--- src/rtl/muldiv_unit.sv ---
// Multi-cycle RV32M execute unit: iterative shift-add multiplier and restoring divider.
// Holds its result in DONE until EX/MEM consumes it; start dropping mid-op aborts.
module muldiv_unit #(
  parameter int unsigned BITS_PER_CYCLE = 1
) (
  input  logic        clk,
  input  logic        rst,
  input  logic        muldiv_start,
  input  logic [2:0]  funct3,
  input  logic [31:0] rs1_data,
  input  logic [31:0] rs2_data,
  input  logic        ex_mem_load,
  output logic        muldiv_resp,
  output logic [31:0] muldiv_result,
  output logic        muldiv_busy
);

  localparam int unsigned N        = 32 / BITS_PER_CYCLE;
  localparam logic [4:0]  CNT_INIT = 5'(N - 1);

  localparam logic [1:0] S_IDLE = 2'd0;
  localparam logic [1:0] S_BUSY = 2'd1;
  localparam logic [1:0] S_FIX  = 2'd2;
  localparam logic [1:0] S_DONE = 2'd3;

  logic [1:0]  state_q,  state_d;
  logic [2:0]  op_q,     op_d;
  logic        neg_q,    neg_d;
  logic        rem_neg_q, rem_neg_d;
  logic [63:0] acc_q,    acc_d;
  logic [31:0] b_q,      b_d;
  logic [4:0]  cnt_q,    cnt_d;
  logic [31:0] result_q, result_d;

  // Operand decode at accept time
  logic        is_div, a_signed, b_signed, a_neg, b_neg;
  logic [31:0] a_mag, b_mag;
  logic        div_zero, div_ovf;
  logic [31:0] bypass_res;

  always_comb begin
    is_div   = funct3[2];
    a_signed = is_div ? ~funct3[0] : (funct3[1:0] != 2'b11);
    b_signed = is_div ? ~funct3[0] : (funct3[1] == 1'b0);
    a_neg    = a_signed & rs1_data[31];
    b_neg    = b_signed & rs2_data[31];
    a_mag    = a_neg ? (~rs1_data + 32'd1) : rs1_data;
    b_mag    = b_neg ? (~rs2_data + 32'd1) : rs2_data;
    div_zero = is_div & (rs2_data == '0);
    div_ovf  = is_div & ~funct3[0] & (rs1_data == 32'h8000_0000) & (rs2_data == '1);
    if (div_zero) begin
      bypass_res = funct3[1] ? rs1_data : '1;
    end else begin
      bypass_res = funct3[1] ? 32'd0 : 32'h8000_0000;
    end
  end

  // One compute cycle: acc holds {hi, lo} for multiply, {remainder, quotient/dividend} for divide
  logic [63:0] acc_step;
  logic [32:0] sum;
  logic        ge;

  always_comb begin
    acc_step = acc_q;
    sum      = '0;
    ge       = 1'b0;
    for (int unsigned i = 0; i < BITS_PER_CYCLE; i++) begin
      if (!op_q[2]) begin
        sum      = {1'b0, acc_step[63:32]} + (acc_step[0] ? {1'b0, b_q} : 33'd0);
        acc_step = {sum, acc_step[31:1]};
      end else begin
        ge       = ({acc_step[63:32], acc_step[31]} >= {1'b0, b_q});
        acc_step = {(ge ? ({acc_step[62:32], acc_step[31]} - b_q)
                        : {acc_step[62:32], acc_step[31]}),
                    acc_step[30:0], ge};
      end
    end
  end

  // Sign fix-up and result selection
  logic [63:0] prod;
  logic [31:0] quo, rem, fix_res;

  always_comb begin
    prod = neg_q ? (~acc_q + 64'd1) : acc_q;
    quo  = neg_q ? (~acc_q[31:0] + 32'd1) : acc_q[31:0];
    rem  = rem_neg_q ? (~acc_q[63:32] + 32'd1) : acc_q[63:32];
    if (!op_q[2]) begin
      fix_res = (op_q[1:0] == 2'b00) ? prod[31:0] : prod[63:32];
    end else begin
      fix_res = op_q[1] ? rem : quo;
    end
  end

  always_comb begin
    state_d   = state_q;
    op_d      = op_q;
    neg_d     = neg_q;
    rem_neg_d = rem_neg_q;
    acc_d     = acc_q;
    b_d       = b_q;
    cnt_d     = cnt_q;
    result_d  = result_q;
    case (state_q)
      S_IDLE: begin
        if (muldiv_start) begin
          op_d      = funct3;
          neg_d     = a_neg ^ b_neg;
          rem_neg_d = a_neg;
          acc_d     = {32'd0, a_mag};
          b_d       = b_mag;
          cnt_d     = CNT_INIT;
          if (div_zero || div_ovf) begin
            result_d = bypass_res;
            state_d  = S_DONE;
          end else begin
            state_d  = S_BUSY;
          end
        end
      end
      S_BUSY: begin
        if (!muldiv_start) begin
          state_d = S_IDLE;
        end else begin
          acc_d = acc_step;
          cnt_d = cnt_q - 5'd1;
          if (cnt_q == 5'd0) begin
            state_d = S_FIX;
          end
        end
      end
      S_FIX: begin
        if (!muldiv_start) begin
          state_d = S_IDLE;
        end else begin
          result_d = fix_res;
          state_d  = S_DONE;
        end
      end
      default: begin
        if (!muldiv_start || ex_mem_load) begin
          state_d = S_IDLE;
        end
      end
    endcase
  end

  always_ff @(posedge clk) begin
    if (rst) begin
      state_q   <= S_IDLE;
      op_q      <= '0;
      neg_q     <= 1'b0;
      rem_neg_q <= 1'b0;
      acc_q     <= '0;
      b_q       <= '0;
      cnt_q     <= '0;
      result_q  <= '0;
    end else begin
      state_q   <= state_d;
      op_q      <= op_d;
      neg_q     <= neg_d;
      rem_neg_q <= rem_neg_d;
      acc_q     <= acc_d;
      b_q       <= b_d;
      cnt_q     <= cnt_d;
      result_q  <= result_d;
    end
  end

  assign muldiv_resp   = (state_q == S_DONE);
  assign muldiv_result = muldiv_resp ? result_q : '0;
  assign muldiv_busy   = (state_q == S_BUSY) || (state_q == S_FIX);

endmodule
--- config.mk ---
export PLATFORM = sky130hd
export DESIGN_NAME = muldiv_unit
export DESIGN_NICKNAME = d
export VERILOG_FILES = /design/src/rtl/muldiv_unit.sv
export SDC_FILE = /design/constraint.sdc
export NUM_CORES = 1
export LEC_CHECK = 0
export ABC_AREA = 1
export CAP_MARGIN = 20
export CORE_MARGIN = 3
export CORE_UTILIZATION = 40
export CTS_CLUSTER_DIAMETER = 100
export DETAILED_ROUTE_END_ITERATION = 8
export GPL_TIMING_DRIVEN = 0
export PLACE_DENSITY = 0.64
export SYNTH_ARGS = -nofsm -noshare
export SYNTH_HDL_FRONTEND = slang
export SYNTH_SLANG_ARGS = --single-unit
--- constraint.sdc ---
create_clock -name clk -period 2.6 [get_ports clk]
set_input_delay 0.39 -clock clk [delete_from_list [all_inputs] [get_ports clk]]
set_output_delay 0.39 -clock clk [all_outputs]
set_load 0.02 [all_outputs]
### Ports around the boundary

Pins as bars across the die edge, other pins in gray.
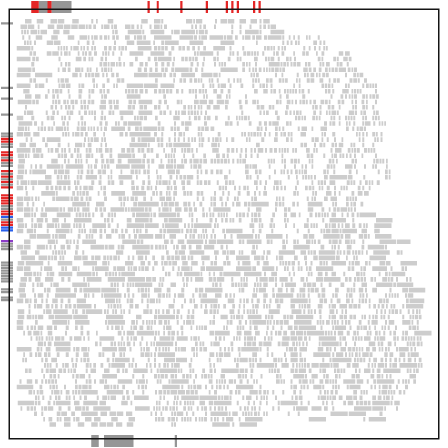
| color | port | pins | direction | edge |
|---|---|---|---|---|
| blue | funct3 | 3 | input | west |
| red | muldiv_result | 32 | output | 17 west, 15 north |
| purple | muldiv_start | 1 | input | west |
Die W: 217 microns
die height: 217 microns
I/O Buffers: 103

### Clock network drawn from the DEF

Scale bar: 50 microns.
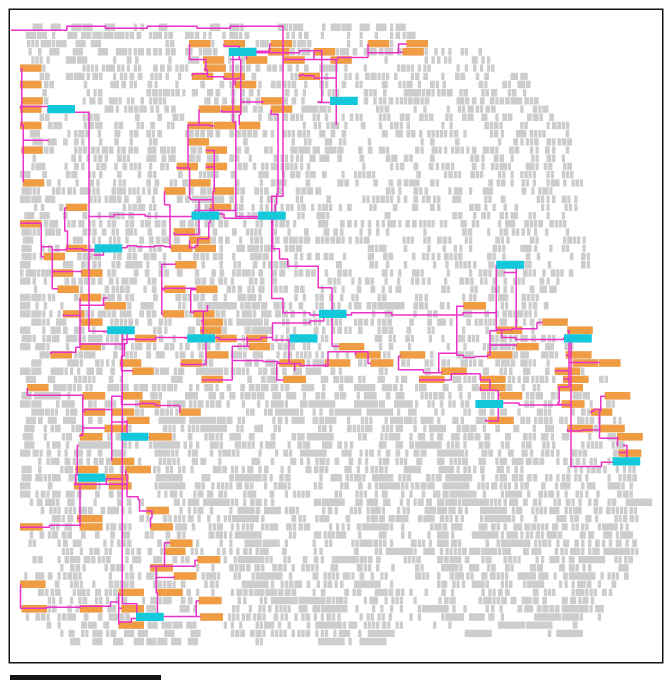
[orange] flip-flops | count: 140
[magenta] clock wires | length: 2470 microns
[cyan] cells driving clock nets | count: 17
flops lie: widely spread

### Placed cells, one color a class

Fill, decap, tap and diode cells in gray.
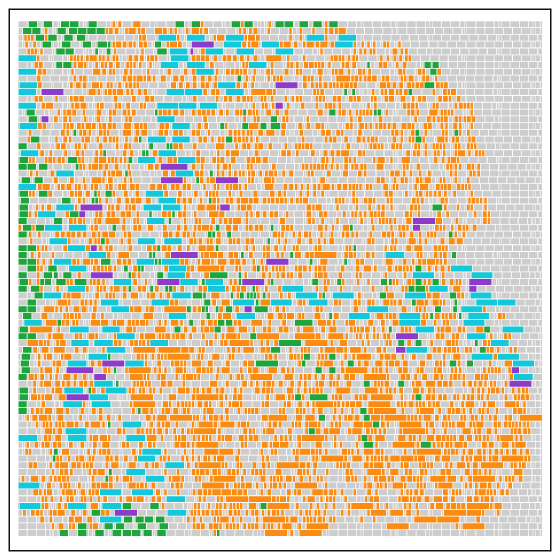
| color | class | cells | share of their area |
|---|---|---|---|
| green | other buffers and delay cells | 286 | 10% |
| purple | clock drivers and dummy loads | 32 | 2.9% |
| cyan | flip-flops | 140 | 14% |
| orange | all other logic | 3052 | 73% |

==> Slide: Implementation Results <==
Flow Results at a Glance

Placement
  • Hpwl dp: about 71000 microns
  • Routability cong.: 1.06

Detailed routing
  • WL met3: 11800 microns
  • Routed WL: 89000 microns

Final timing
  • Endpoints failing setup: 4
  • Hold Slack: 0.475 ns
  • Worst setup margin: -0.0898 ns
  • Fin crit period: 2.69 ns
  • Worst Skew: approximately 0.023 ns

GRT
  • Met2 Usage GRT: 52.1%
  • Met3 global-route usage: 8.97%

Clock network
  • Clk_lat worst skew: 0.50 ns
  • CTS Hold Buffers Added: 0
  • H-tree depth: 4

Outcome
  • Violated checks: setup timing
  • Status: complete, but fails checks

Synth
  • Top logic cell family in the synthesized netlist: simple AND/OR/NAND/NOR gates
  • Yosys xor share: 2.92%
  • Synth cell count leaders: nand2_1, inv_1, nor2_1, nand3_1, a21oi_1
  • Ys flop type: dfxtp_1
  • Post-synth regs: 140
  • Post-synthesis async set-or-reset flop share: 0%
  • Yosys chip area: 17700 sq um
  • Synth Seq Share: 15.8%

Critical path
  • FF-to-FF End: result_q[16]$_SDFFE_PP0P_
  • Critical Path Start: acc_q[36]$_SDFFE_PP0P_
  • Worst Path Required: approximately 3.0 ns
  • FF-to-FF Start: acc_q[36]$_SDFFE_PP0P_
  • CP max stage cell: dfxtp_4
  • Critical Path AT: 3.07 ns

Worst hold path
  • Hold Path Sink: result_q[31]$_SDFFE_PP0P_
  • Min-Delay Path Depth: 2

Finish
  • Most numerous logic cell after layout: nand2_1
  • NumNets Final: between 3000 and 4000

Floorplan
  • I/O Pins: 105
### Cell placement

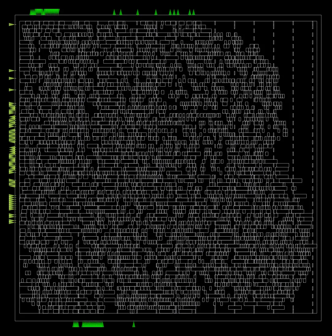
core region area: 43500 sq um
Cell Rows: 76

### Routed metal, one color a layer

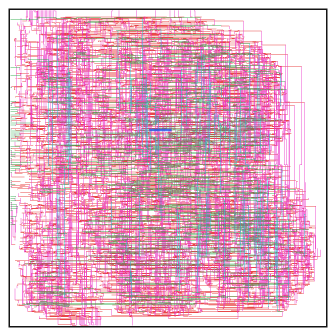
| color | layer | wire length |
|---|---|---|
| cyan | met4 | 3460 microns |
| red | met1 | 38.0 mm |
| green | met3 | 11800 microns |
| magenta | met2 | 35.7 mm |
| blue | met5 | 13.8 microns |
aggregate global-route resource usage: 36.4%
detailed-route wire length per cell: 21.7 microns
vias: 23500

-- area by class of cell --
type	count	area (sq um)	area share, %
flip-flops and latches	140	2960	13.2
repair buffers	158	1510	6.77
inverters	481	1820	8.15
well taps	585	732	3.27
multi-input cells	2571	14100	62.9
diodes	2	5.00	0.0224
clock inverters	13	180	0.805
plain buffers	128	647	2.89
clock buffers	19	443	1.98
-- state kept, by name, indices dropped and copies added, names as in the netlist --
signal     flops
state_q        2
result_q      32
acc_q         64
rem_neg_q      1
op_q           3
cnt_q          5
b_q           32
neg_q          1
-- worst min-delay path, stage by stage, from the launching register on --
cell,delay (ns)
dfxtp_1,0.31
nand2_1,0.06
a21oi_1,0.06
-- power breakdown --
group	switching (W)	internal (W)
combinational	0.00705	0.00325
clock	0.00115	0.00156
sequential	0.000712	0.00255
total	0.00891	0.00737
Power is estimated from default activity; no workload was simulated.
